Sequential cells colored by netlist name:
Other sequential cells in the stronger gray, the rest of the logic in the fainter gray.
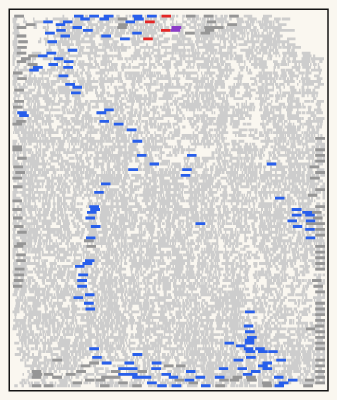
Signal wires by layer:
Two of the layers only.
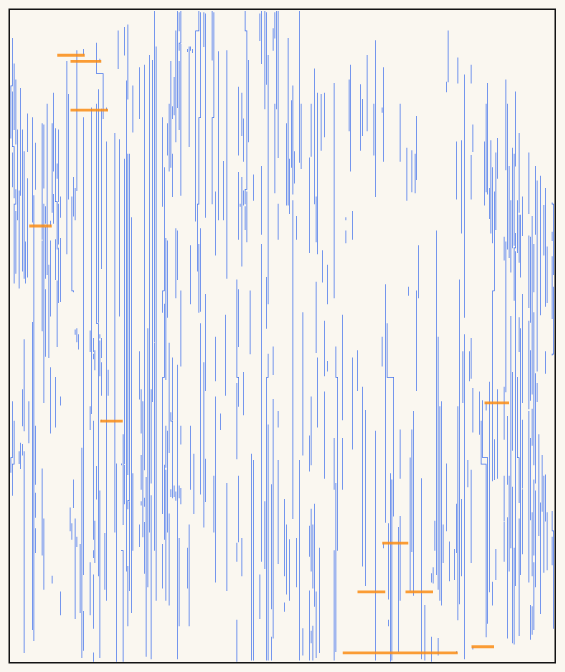
==> config.mk <==
export PLATFORM = sky130hd
export DESIGN_NAME = aes_enc_ctrl
export DESIGN_NICKNAME = d
export VERILOG_FILES = /design/src/rtl/aes_enc_ctrl_pkg.sv /design/src/rtl/aes_enc_ctrl_key_gen.sv /design/src/rtl/aes_enc_ctrl.sv
export SDC_FILE = /design/constraint.sdc
export NUM_CORES = 2
export LEC_CHECK = 0
export CAP_MARGIN = 20
export CORE_ASPECT_RATIO = 1.2
export CORE_MARGIN = 2
export CORE_UTILIZATION = 65
export CTS_CLUSTER_DIAMETER = 50
export DETAILED_ROUTE_END_ITERATION = 16
export DONT_BUFFER_PORTS = 1
export HOLD_SLACK_MARGIN = 0.02
export PLACE_DENSITY_LB_ADDON = 0.2
export SLEW_MARGIN = 20
export SYNTH_ARGS = -nofsm -noshare
export SYNTH_HDL_FRONTEND = slang
export SYNTH_SLANG_ARGS = --single-unit
==> constraint.sdc <==
create_clock -name clk -period 47 [get_ports clk]
set_input_delay 4.7 -clock clk [delete_from_list [all_inputs] [get_ports clk]]
set_output_delay 4.7 -clock clk [all_outputs]
set_load 0.01 [all_outputs]
==> Changelog: implementation <==
### Changed

- Post-CTS Hold Buffers: 0
- Fraction of layout cells with a size suffix above 1: 7.96%
- Mean cell area of the mapped netlist: 7.70 sq um
- Filler Cell Count: 9020
- FP Core Util: 65.7%
- WL met2: 115000 um
- Synth-to-Final Area Change: 4.64%
- DRC viols: 0
- Critical Path Slowest Stage Cell: dfrtp_1
- Floorplan core area: 107000 sq um
- Total congestion overflow: 0
- Peak clock frequency supported by timing: 51.7 MHz
- Number of optimization iterations in the first detailed-route pass: 10
- Type of the worst setup path: reg2reg
- Result of the run: finished clean
- Clk buf depth: 3
- Total cells reported by yosys after synthesis: 9090
- Yosys Chip Area: 70000 sq um
- Die Y-Extent: 364 um
- Input/output buffers: 0
- First-pass GRT wire length: 390000 um
- Comb. cell area: 60700 sq um
- Hold WC Path Type: reg2reg
- Antenna violations before repair: 34
- Minimum clock period after layout: 19340 ps
- Post-route met1 wirelength: 89800 um
- Net count, final: 9203
- First DRT Iteration DRCs: 7923
- Data arrival time of the worst path: 19880 ps
- Worst reg2reg setup slack: 27660 ps
- Number of buffers added by the clock tree synthesis step: 47
- Wire length on met3: 30200 um
- Cells after DPL: 10135
Back to the opening pictures, 'sequential cells colored by netlist name':
| color | signal | flops |
|---|---|---|
| blue | `dp_key` | 128 |
| red | `round_cnt_q` | 4 |
| purple | `state_q` | 2 |
not colored: 128
register area: 6560 sq um
sequential portion of the cell area: 8.95%
Layout Utilization: 68.8%

Back to the opening pictures, 'signal wires by layer':
| color | layer | wire length |
|---|---|---|
| blue | met4 | 24.9 mm |
| orange | met5 | 197 um |
wire per inst: 25.3 um
GRT Resource Usage Total: 45.2%
via count: 67453

## metrics by stage
| stage | hold WS [ps] |
|---|---|
| global route | 590 |
| detailed placement | 560 |
| floorplan | 557 |
| finish | 568 |
| global placement | 563 |
| CTS | 572 |
## layout make-up
class | instances | area share [%]
multi-input combinational | 8094 | 82.8
clock buffer | 56 | 1.76
tap | 1396 | 2.38
sequential | 262 | 8.95
timing repair buffer | 273 | 2.81
clock inverter | 32 | 0.543
antenna | 30 | 0.102
inverter | 112 | 0.598
## synth_stat cells, drive strengths merged (19+ instances only)
cell	count
mux2i	190
o22ai	82
nand2b	68
o221ai	27
a21o	22
o32ai	19
and2	185
ha	25
xnor2	2052
nor2	1335
xor2	563
xor3	46
o211ai	52
nand3	166
nand4	19
a221o	165
a221oi	31
a211oi	80
o21a	24
o21ai	450
or3	39
and3	50
clkbuf	404
nand2	906
a22oi	87
a31oi	52
dfrtp	262
buf	216
a21oi	435
nor2b	78
or2	25
xnor3	309
inv	101
mux2	56
nor3	164
## kinds of logic (layout without fill, tap and decap cells)
kind of cell               after synthesis  count (layout)  share of synthesized area (%)
AOI/OAI and AO/OA                     1747            1747                           16.7
xor gates and xnor gates              2970            2970                           46.0
adders and majority gates               25              25                          0.447
buffers and inverters                  734             473                           4.47
DFF                                    262             262                           9.36
muxes                                  248             248                           3.70
other                                    0              30                              0
and+or+nand+nor                       3104            3104                           19.3
## critical path: cells and delay by family (launching register included)
family          cells  cell delay (ps)
compound gates     14             4370
xor+xnor           20             7060
fa+ha+maj           3             1860
buf+inv             6             1520
flops               1              890
mux                 6             1890
simple gates        6             1590
## layer usage
layer	vias up	track usage (%)
li1	30323	-
met1	32153	50.3
met2	3942	70.8
met3	1013	15.0
met4	22	36.9
met5	-	0
